===== src/rtl/cam_pixel_capture_if.sv =====
// cam_pixel_capture_if: camera byte stream in, frame-buffer write port out.
interface cam_pixel_capture_if #(
    parameter int ADDR_W = 17
);
    logic              vsync;
    logic              href;
    logic [7:0]        din;
    logic [ADDR_W-1:0] addr;
    logic [11:0]       dout;
    logic              we;
    logic              frame_done;

    modport master (output vsync, href, din, input addr, dout, we, frame_done);
    modport slave  (input vsync, href, din, output addr, dout, we, frame_done);
endinterface


===== src/rtl/cam_pixel_capture.sv =====
// cam_pixel_capture: packs RGB565 byte pairs into RGB444 words and writes them sequentially to the frame buffer.
module cam_pixel_capture #(
    parameter int ADDR_W     = 17,
    parameter int NUM_PIXELS = 76800
) (
    input  logic               clk,
    input  logic               rst_n,
    cam_pixel_capture_if.slave bus
);
    typedef enum logic {WAIT_FRAME, CAPTURE} state_t;

    localparam logic [ADDR_W:0] LIMIT = (ADDR_W + 1)'(NUM_PIXELS);

    state_t            state, next_state;
    logic              vsync_q, vs_rise, vs_fall;
    logic              phase, next_phase;
    logic [7:0]        b1, next_b1;
    logic [ADDR_W-1:0] next_addr;
    logic [11:0]       next_dout;
    logic              next_we, next_frame_done;

    assign vs_rise = !vsync_q && bus.vsync;
    assign vs_fall = vsync_q && !bus.vsync;

    always_ff @(posedge clk or negedge rst_n) begin
        if (!rst_n) begin
            state          <= WAIT_FRAME;
            vsync_q        <= 1'b0;
            phase          <= 1'b0;
            b1             <= '0;
            bus.addr       <= '0;
            bus.dout       <= '0;
            bus.we         <= 1'b0;
            bus.frame_done <= 1'b0;
        end else begin
            state          <= next_state;
            vsync_q        <= bus.vsync;
            phase          <= next_phase;
            b1             <= next_b1;
            bus.addr       <= next_addr;
            bus.dout       <= next_dout;
            bus.we         <= next_we;
            bus.frame_done <= next_frame_done;
        end
    end

    // A vsync edge outranks any href byte sampled in the same cycle.
    always_comb begin
        next_state      = state;
        next_phase      = 1'b0;
        next_b1         = b1;
        next_addr       = bus.we ? bus.addr + ADDR_W'(1) : bus.addr;
        next_dout       = bus.dout;
        next_we         = 1'b0;
        next_frame_done = 1'b0;
        if (state == WAIT_FRAME) begin
            if (vs_fall) begin
                next_state = CAPTURE;
                next_addr  = '0;
            end
        end else if (vs_rise) begin
            next_state      = WAIT_FRAME;
            next_frame_done = 1'b1;
        end else if (bus.href) begin
            if (!phase) begin
                next_b1    = bus.din;
                next_phase = 1'b1;
            end else if ({1'b0, bus.addr} < LIMIT) begin
                next_dout = {b1[7:4], b1[2:0], bus.din[7], bus.din[4:1]};
                next_we   = 1'b1;
            end
        end
    end
endmodule

===== src/flat_wrapper.sv =====
// flat-port wrapper written by rule: the top's interface ports become plain ports
module cam_pixel_capture_flat 
#(
    parameter int ADDR_W     = 17,
    parameter int NUM_PIXELS = 76800
)
  (clk, rst_n, bus_vsync, bus_href, bus_din, bus_addr, bus_dout, bus_we, bus_frame_done);
  cam_pixel_capture_if #(.ADDR_W(ADDR_W)) bus_i ();
  input  logic clk;
  input  logic rst_n;
  input wire logic [$bits(bus_i.vsync)-1:0] bus_vsync;
  input wire logic [$bits(bus_i.href)-1:0] bus_href;
  input wire logic [$bits(bus_i.din)-1:0] bus_din;
  output wire logic [$bits(bus_i.addr)-1:0] bus_addr;
  output wire logic [$bits(bus_i.dout)-1:0] bus_dout;
  output wire logic [$bits(bus_i.we)-1:0] bus_we;
  output wire logic [$bits(bus_i.frame_done)-1:0] bus_frame_done;
  assign bus_i.vsync = bus_vsync;
  assign bus_i.href = bus_href;
  assign bus_i.din = bus_din;
  assign bus_addr = bus_i.addr;
  assign bus_dout = bus_i.dout;
  assign bus_we = bus_i.we;
  assign bus_frame_done = bus_i.frame_done;
  cam_pixel_capture #(.ADDR_W(ADDR_W), .NUM_PIXELS(NUM_PIXELS)) u_core (.clk(clk), .rst_n(rst_n), .bus(bus_i));
endmodule

===== config.mk =====
export PLATFORM = sky130hd
export DESIGN_NAME = cam_pixel_capture_flat
export DESIGN_NICKNAME = d
export VERILOG_FILES = /design/src/rtl/cam_pixel_capture_if.sv /design/src/rtl/cam_pixel_capture.sv /design/src/flat_wrapper.sv
export SDC_FILE = /design/constraint.sdc
export NUM_CORES = 1
export LEC_CHECK = 0
export CORE_UTILIZATION = 44
export DETAILED_ROUTE_END_ITERATION = 7
export HOLD_SLACK_MARGIN = 0.15
export PLACE_DENSITY = 0.83
export RECOVER_POWER = 100
export SLEW_MARGIN = 5
export SYNTH_ARGS = -nofsm -noshare
export SYNTH_HDL_FRONTEND = slang
export SYNTH_SLANG_ARGS = --single-unit

===== constraint.sdc =====
create_clock -name clk -period 1.6 [get_ports clk]
set_input_delay 0.32 -clock clk [delete_from_list [all_inputs] [get_ports clk]]
set_output_delay 0.32 -clock clk [all_outputs]
set_load 0.01 [all_outputs]

**Run 1: track usage over the die**

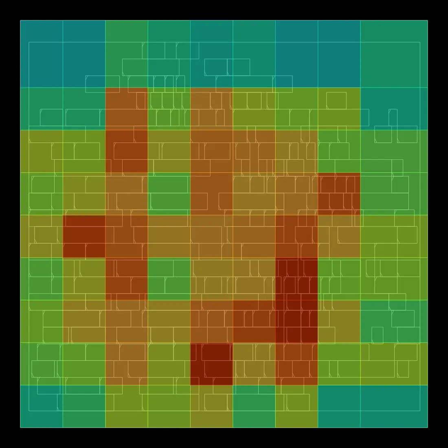
post-DR wirelength/cell: 14.9 um
final core utilization: 67.4%
met1 Use GR: 23.9%

**Run 1: gate families picked out**

The bar under the picture is 20 um long.
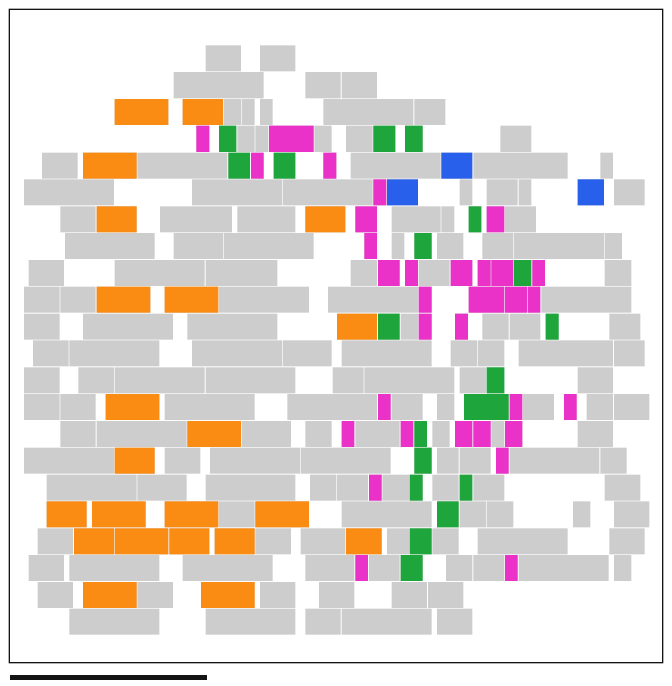
- NOR gates: magenta (cells 32)
- multiplexers: orange (cells 22)
- AND-OR and OR-AND gates: blue (cells 3)
- NAND gates: green (cells 19)
logic share of the area: 29.1%
non-filler instance count after layout: 267

**Run 1: zoomed window**

The bar under the picture is 10 um long. Region (26, 0) to (66, 40) um. Cells in grey, sequential cells in the stronger grey; small squares are vias.
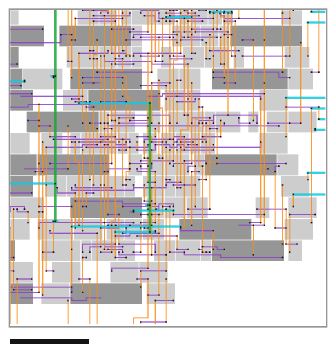
- met1: purple
- met4: green
- met3: cyan
- met2: orange
- netlist names of flops here include: u_core.bus.addr (12)
- cells with their middle in the window: 104
- most frequent: nor2_1 (16), buf_4 (15), dfrtp_1 (11)
- sequential cells in the window: 12

==> flow_metrics.tcl, run 1 <==
# metrics dict for downstream scripts
set metrics [dict create \
    status "finished with violations" \
    violations "setup timing" \
    start_kind "register" \
    hp-class "reg2reg" \
    skew_ps 7.32 \
    syn_nets 160 \
    xor_share_pct 5.81 \
    min_period_ps 1650 \
    timing.fmax_mhz 605 \
    critPathArrivalTime_ps 1820 \
    synthTopCellsByArea "dfrtp_1 (57%), mux2_4 (7.5%), mux2_2 (7.5%), nor2_1 (4.2%), xnor2_1 (3.9%)" \
    pre_cts_slack_ps -229 \
    grt.overflow.total 0 \
    grt_max_degree 42 \
    antenna_found_initial 0 \
    synth-async-reset-ratio_pct 100 \
    cts.sinks 41 \
    yosys_warnings 0 \
    path_clk_slew_ps 80 \
    worstSetupPathType "reg2reg" \
    fp.dieH_um 66.1 \
    drcViolationCount 0 \
    worst_slack_ps -53.1 \
    ys_ff 41 \
    dp.cells 247 \
    die_w_um 66.1 \
    first_global_vias 1467 \
    io_pins 43 \
    syn_avg_cell_area_um2 12.3 \
    ir_drop_mv 0.829 \
    first_pass_iters 4 \
    cp.required_ps 1770 \
    max_slew_margin_pct 39.7 \
    power_uw 2700 \
    logic_family "multiplexers" \
    yosysSeqAreaShare_pct 56.7 \
    synth_cells 147 \
    clk_latency_ps 290 \
    setup_viol 12 \
    wirelength_um 3980 \
    synth_area_um2 1810 \
    edf_count 0 \
    aoi_share_pct 3.67 \
    groute.usage.overall_pct 21.1 \
]
run 1: sequential cells by signal, summed over array words and instances, names as in the netlist:
name                   cells
u_core.state               1
u_core.bus.frame_done      1
u_core.b1                  7
u_core.bus.addr           17
u_core.bus.we              1
u_core.bus.dout           12
u_core.vsync_q             1
u_core.phase               1
run 1: synth_stat cells, types with 4 or more instances:
master,instances
xor2_1,4
nor2_1,20
a21oi_1,4
mux2_2,12
dfrtp_1,41
nand4_1,5
inv_1,4
mux2_4,9
nand3_1,6
nor3_1,5
xnor2_1,8
nand2_1,5
run 1: timing repair:
action                                 CTS  global route
setup buffers                            9             3
setup endpoints to repair               26            20
hold buffers                             1             0
resized                                 10             5
endpoints found under the hold margin   41             0
run 1: logic make-up after synthesis:
| kind of cell | after synthesis |
|---|---|
| and+or+nand+nor | 53 |
| AOI/OAI and AO/OA | 9 |
| buffers and inverters | 9 |
| muxes | 22 |
| DFF | 41 |
| adders and majority gates | 1 |
| xor gates and xnor gates | 12 |
run 1: layout make-up:
type	count	area (um^2)
Fill cell	282	1240
Sequential cell	41	1030
Multi-Input combinational cell	97	746
Timing Repair Buffer	70	626
Clock buffer	7	86.3
Tap cell	48	60.1
Inverter	4	15.0
run 1: per-layer routing:
metal	GRT usage (%)	routed length, um
met1	23.9	1640
met2	38.6	2090
met3	5.52	193
met4	6.12	58
met5	0	0
run 1: critical path, cell delays in order (launching register included):
cell	delay, ps
dfrtp_2	410
a21o_1	180
a211o_1	300
a21oi_4	160
buf_12	170
mux2_4	310
run 1: layout by cell type (no fill, tap or decap), types with 2 or more instances in the layout:
cell type        netlist  layout
nand2_1                5       5
xnor2_1                8       8
mux2_4                 9      12
clkdlybuf4s50_1        0      30
dfrtp_2                0       2
buf_4                  1      17
a21oi_1                4       4
nor2_1                20      21
mux2_2                12       9
nand4_1                5       5
clkdlybuf4s25_1        0       3
clkbuf_8               0       6
nor4_1                 3       3
inv_1                  4       4
clkbuf_1               2       5
buf_2                  1       2
nor3_1                 5       4
nor2b_1                2       2
nand3_1                6       6
dfrtp_1               41      39
buf_12                 1       2
dlygate4sd2_1          0       6
xor2_1                 4       4
clkbuf_2               0       2
dlygate4sd3_1          0       2
nand2b_1               2       2
run 1: where the power goes:
group / switching, uW / total, uW / internal, uW
sequential: 119 / 1340 / 1220
combinational: 227 / 684 / 457
clock: 335 / 677 / 342
total: 680 / 2700 / 2020
run 1: final timing paths:
kind	startpoint	to	slack, ps	depth (start not counted)
worst min-delay path	u_core.bus.dout[10]$_DFFE_PN0P_	u_core.bus.dout[10]$_DFFE_PN0P_	510	1
worst max register to register	u_core.bus.addr[11]$_DFF_PN0_	u_core.bus.dout[0]$_DFFE_PN0P_	-50	5
worst min register to register	u_core.bus.dout[10]$_DFFE_PN0P_	u_core.bus.dout[10]$_DFFE_PN0P_	510	1
worst max-delay path	u_core.bus.addr[11]$_DFF_PN0_	u_core.bus.dout[0]$_DFFE_PN0P_	-50	5
min in group asynchronous	rst_n	u_core.bus.addr[2]$_DFF_PN0_	790	3
max in group asynchronous	rst_n	u_core.bus.addr[10]$_DFF_PN0_	200	3
**Run 1: metal 3**

The bar under the picture is 20 um long.
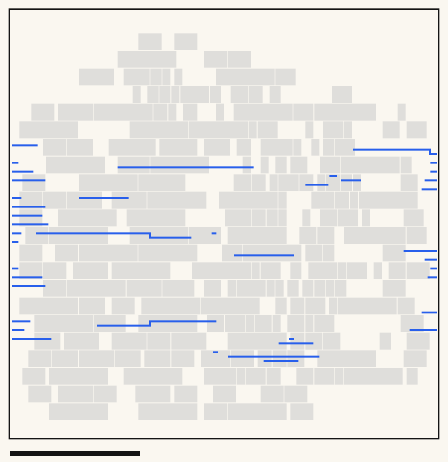

## Run 2: what changed since run 1
--- a/config.mk
+++ b/config.mk
@@ -5,6 +5,7 @@
 export SDC_FILE = /design/constraint.sdc
 export NUM_CORES = 1
 export LEC_CHECK = 0
+export CORE_ASPECT_RATIO = 1.2
 export CORE_UTILIZATION = 44
 export DETAILED_ROUTE_END_ITERATION = 7
 export HOLD_SLACK_MARGIN = 0.15
**Run 2: metal 3**

The bar under the picture is 20 um long.
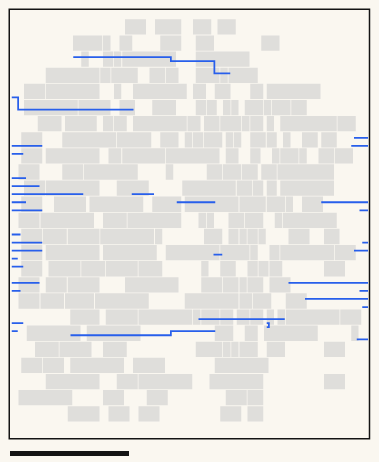
- nets with wire on the layer: 31
- longest straight run: 19.3 um

**Run 2: gate families picked out**

The bar under the picture is 20 um long.
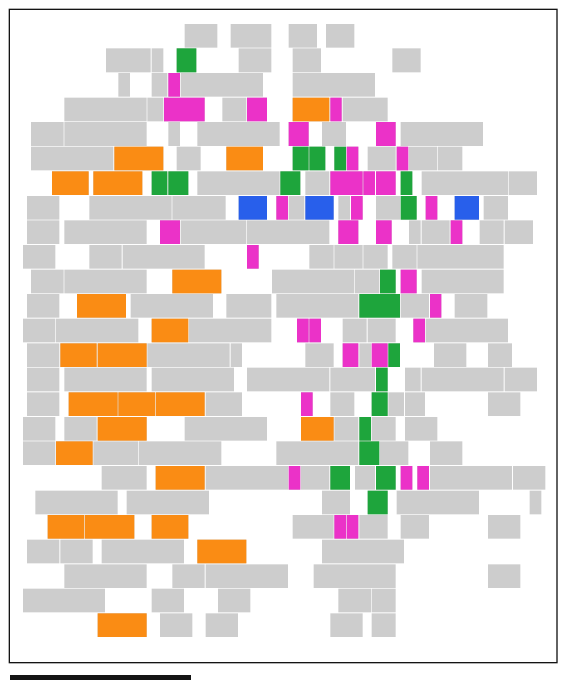
- multiplexers: orange (cells 22)
- AND-OR and OR-AND gates: blue (cells 3)
- NOR gates: magenta (cells 32)
- NAND gates: green (cells 19)
non-filler instance count after layout: 268
most numerous logic cell after layout: dfrtp_1
logic share of the area: 29.5%

**Run 2: track usage over the die**

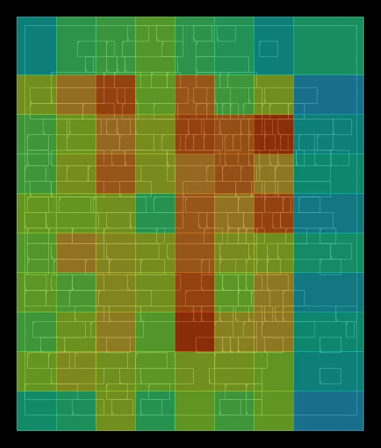
All-Layer GR Usage: 18.4%
GRT met3 Usage: 6.42%
met1 Use GR: 23.6%
gr busiest metal: met2

==> flow_metrics.tcl, run 2 <==
# metrics dict for downstream scripts
set metrics [dict create \
    status "finished with violations" \
    violations "setup timing" \
    pre_cts_slack_ps -215 \
    edf_count 0 \
    routedWlPerCell_um 12.7 \
    grt_max_degree 26 \
    largest_reg_flops 17 \
    yosysSeqAreaShare_pct 56.7 \
    largest-register "u_core.bus.addr" \
    layout_top_cells "dfrtp_1 (39), clkdlybuf4s50_1 (28), nor2_1 (20)" \
    worstSetupPathType "reg2reg" \
    first_pass_iters 6 \
    cp.required_ps 1780 \
    grt.overflow.total 0 \
    skew_ps 6.66 \
    antenna_found_initial 0 \
    synthTopCellsByArea "dfrtp_1 (57%), mux2_4 (7.5%), mux2_2 (7.5%), nor2_1 (4.2%), xnor2_1 (3.9%)" \
    syn_avg_cell_area_um2 12.3 \
    ys_ff 41 \
    setup_viol 12 \
    start_kind "register" \
    fp.dieH_um 72.2 \
    worst_slack_ps -18.2 \
    die_w_um 60.5 \
    synth_area_um2 1810 \
]
[run 2: cell counts after synthesis]
No cell type changed its count.
[run 2: critical path, cell delays in order (launching register included)]
cell and delay [ps]:
dfrtp_2 400, a21o_1 180, a211o_1 290, a21oi_4 150, buf_12 170, mux2_4 300
[run 2: logic make-up (layout without fill, tap and decap cells)]
logic type                 Yosys count  in the layout  synth area share (%)
and+or+nand+nor                     53             53                  14.5
DFF                                 41             41                  56.7
muxes                               22             22                  15.5
xor gates and xnor gates            12             12                  5.81
AOI/OAI and AO/OA                    9              9                  3.67
buffers and inverters                9             76                  3.04
adders and majority gates            1              1                 0.692
[run 2: where the power goes]
part / internal, uW / switching [uW]
logic: 457 / 217
clock network: 342 / 335
registers: 1220 / 112
total: 2020 / 665
[run 2: worst paths after layout]
kind | startpoint | to | slack [ps] | depth (start not counted)
min in group asynchronous | rst_n | u_core.bus.addr[5]$_DFF_PN0_ | 680 | 2
hold / removal | u_core.b1[5]$_DFFE_PN0P_ | u_core.bus.dout[9]$_DFFE_PN0P_ | 510 | 1
max in group asynchronous | rst_n | u_core.b1[7]$_DFFE_PN0P_ | 190 | 3
hold reg to reg | u_core.b1[5]$_DFFE_PN0P_ | u_core.bus.dout[9]$_DFFE_PN0P_ | 510 | 1
setup / recovery | u_core.bus.addr[11]$_DFF_PN0_ | u_core.bus.dout[3]$_DFFE_PN0P_ | -20 | 5
setup reg to reg | u_core.bus.addr[11]$_DFF_PN0_ | u_core.bus.dout[3]$_DFFE_PN0P_ | -20 | 5
[run 2: timing repair]
item | in CTS | in global routing
gates cloned | 0 | 0
resized | 8 | 9
endpoints found under the setup margin | 25 | 19
hold endpoints to repair | 16 | 0
buffers inserted | 6 | 0
hold buffers | 1 | 0
[run 2: per-layer routing]
metal | up-vias | GRT usage [%] | part of all wire (%)
met1 | 618 | 23.6 | 46
met2 | 39 | 28.2 | 46
li1 | 638 | - | -
met5 | - | 0 | 0
met4 | 0 | 7.83 | 1.7
met3 | 7 | 6.42 | 5.8
[run 2: per-stage QoR]
stage | TNS, ps | total power [uW] | util [%]
after global routing | -1240 | 2810 | 64.3
final | -152 | 2680 | 64.3
after global placement | -2750 | 1990 | 61.0
after CTS | -213 | 2710 | 64.5
after detailed placement | -3280 | 1990 | 61.0
after floorplan | -493 | 1630 | -
[run 2: layout make-up]
type	count	area [um^2]
inverters	4	15.0
multi-input cells	97	748
repair buffers	65	591
well taps	54	67.6
fillers	316	1410
flip-flops and latches	41	1030
clock buffers	7	86.3
**Run 2: zoomed window**

The bar under the picture is 10 um long. Region (21, 0) to (61, 40) um. Cells in grey, sequential cells in the stronger grey; small squares are vias.
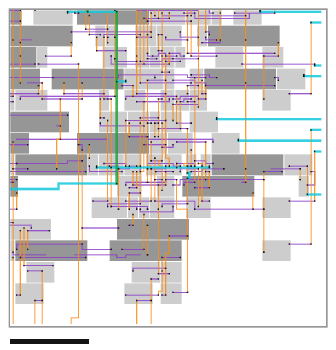

## Run 3: what changed since run 2
==> constraint.sdc (replaced) <==
create_clock -name clk -period 1.6 [get_ports clk]
set_input_delay 0.32 -clock clk [delete_from_list [all_inputs] [get_ports clk]]
set_output_delay 0.32 -clock clk [all_outputs]
set_load 0.02 [all_outputs]
**Run 3: zoomed window**

The bar under the picture is 10 um long. Region (21, 0) to (61, 40) um. Cells in grey, sequential cells in the stronger grey; small squares are vias.
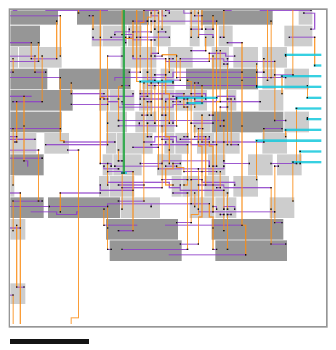
- met2: orange
- met1: purple
- met3: cyan
- met4: green
- sequential cells in the window: 14
- most frequent: dfrtp_1 (14), nor2_1 (11), dlygate4sd2_1 (11)
- netlist names of flops here include: u_core.bus.addr (10), u_core.bus.dout (2)
- cells with their middle in the window: 77

**Run 3: track usage over the die**

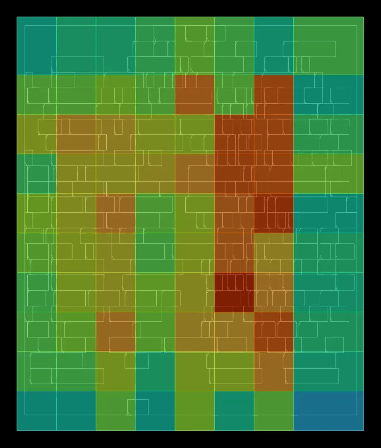
final core utilization: 60.7%
met1 Use GR: 23.5%
met2 Usage GRT: 32.6%
GRT met3 Usage: 4.10%

==> flow_metrics.tcl, run 3 <==
# metrics dict for downstream scripts
set metrics [dict create \
    worst_slack_ps -48.0 \
    yosys_warnings 0 \
    antenna_found_initial 0 \
    ir_drop_mv 0.872 \
    synth_cells 147 \
    r2r_cells 5 \
    crit_family "AND-OR/OR-AND gates" \
    first_pass_iters 4 \
    simple_gate_share_pct 14.5 \
    logic_area_um2 738 \
    drcViolationCount 0 \
    synth_area_um2 1810 \
    largest-register "u_core.bus.addr" \
    violations "setup timing" \
    max_stage_delay_ps 400 \
    ys_ff 41 \
    critPathArrivalTime_ps 1820 \
    met3_length_um 188 \
    maxUsedRoutingLayer "met4" \
    final_layout_top_logic_cell "dfrtp_1" \
    synthTopCellsByArea "dfrtp_1 (57%), mux2_4 (7.5%), mux2_2 (7.5%), nor2_1 (4.2%), xnor2_1 (3.9%)" \
    die_w_um 60.5 \
    cp_slowest_cell "dfrtp_2" \
    cts.sinks 41 \
    grt.overflow.total 0 \
    wl_met2_um 1780 \
    io_pins 43 \
    worstSetupPathType "reg2reg" \
    synth-async-reset-ratio_pct 100 \
    edf_count 0 \
    setup_viol 12 \
    status "finished with violations" \
    reg.largest.list "u_core.bus.addr: 17 flops, u_core.bus.dout: 12 flops, u_core.b1: 7 flops" \
    path_depth 5 \
    cp.required_ps 1770 \
    layout_top_cells "dfrtp_1 (39), nor2_1 (21), dlygate4sd2_1 (21)" \
    crit_chain "a21o_1 > a211o_1 > a21oi_4 > buf_12 > mux2_2" \
    groute.usage.overall_pct 19.0 \
    logic_family "multiplexers" \
    pre_cts_slack_ps -233 \
    dp.cells 253 \
]
**Run 3: metal 3**

The bar under the picture is 20 um long.
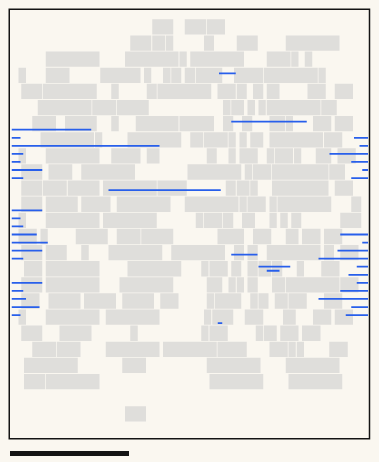
via count: 1296
Routed WL: 3600 um

[run 3: cell counts after synthesis]
No cell type changed its count.
[run 3: cells by family after synthesis]
kind of cell,Yosys count
adder cells (fa/ha/maj),1
flip-flops,41
multiplexers,22
buffers and inverters,9
AND-OR/OR-AND,9
AND/OR/NAND/NOR,53
XOR/XNOR,12
[run 3: cell type report]
| class | count | area share [%] |
|---|---|---|
| clock buffers | 8 | 3.35 |
| inverters | 4 | 0.627 |
| multi-input cells | 97 | 30.8 |
| flip-flops and latches | 41 | 43.0 |
| well taps | 54 | 2.82 |
| repair buffers | 58 | 19.4 |
[run 3: worst paths after layout]
check | slack, ps | endpoint | startpoint
setup / recovery | -50 | u_core.bus.dout[0]$_DFFE_PN0P_ | u_core.bus.addr[11]$_DFF_PN0_
hold / removal | 500 | u_core.bus.addr[9]$_DFF_PN0_ | rst_n
setup reg to reg | -50 | u_core.bus.dout[0]$_DFFE_PN0P_ | u_core.bus.addr[11]$_DFF_PN0_
hold reg to reg | 510 | u_core.bus.dout[11]$_DFFE_PN0P_ | u_core.b1[7]$_DFFE_PN0P_
max in group asynchronous | 240 | u_core.b1[7]$_DFFE_PN0P_ | rst_n
min in group clk | 510 | u_core.bus.dout[11]$_DFFE_PN0P_ | u_core.b1[7]$_DFFE_PN0P_
[run 3: layer usage]
metal  global-route usage [%]  up-vias
li1                         -      624
met1                     23.5      621
met2                     32.6       48
met3                     4.10        3
met4                     6.06        0
met5                        0        -
[run 3: per-stage QoR]
stage / setup TNS, ps / cell area [um^2] / util (%)
global route: -721 / 2390 / 60.7
floorplan: -787 / 1820 / -
detailed placement: -3490 / 2410 / 61.2
CTS: -332 / 2480 / 63.0
finish: -284 / 2390 / 60.7
global placement: -2830 / 2410 / 61.2
[run 3: timing repair]
item,in CTS,in global routing
endpoints found under the setup margin,33,19
endpoints found under the hold margin,17,0
gates resized,22,7
hold buffers,1,0
gates cloned,0,0
pin swaps,0,0
setup buffers,0,0
[run 3: power breakdown]
part,switching (uW),internal [uW]
combinational,307,326
clock,326,310
sequential,123,1220
total,755,1850
[run 3: worst reg2reg max path, stage by stage (launching register included)]
cell,delay (ps)
dfrtp_2,400
a21o_1,180
a211o_1,300
a21oi_4,160
buf_12,170
mux2_2,340

==> screenshots <==
Metal 1.
The bar under the picture is 20 um long. Supply wires on this layer in grey.
panel A
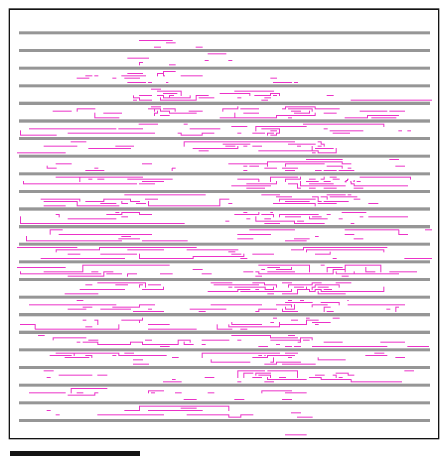
panel B
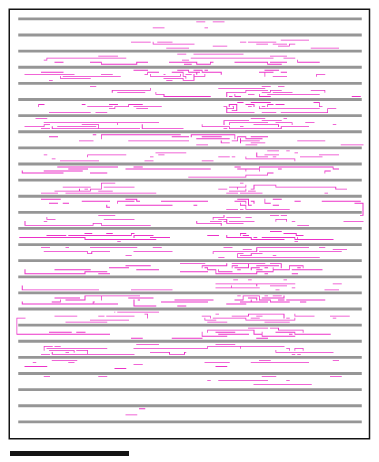
Run 3 is panel B.
Run 1 is panel A.

Key to panel A:
- main direction: horizontal
- longest straight run: 25.3 um
- nets with wire on the layer: 202

Power and IR drop assume default switching activity.
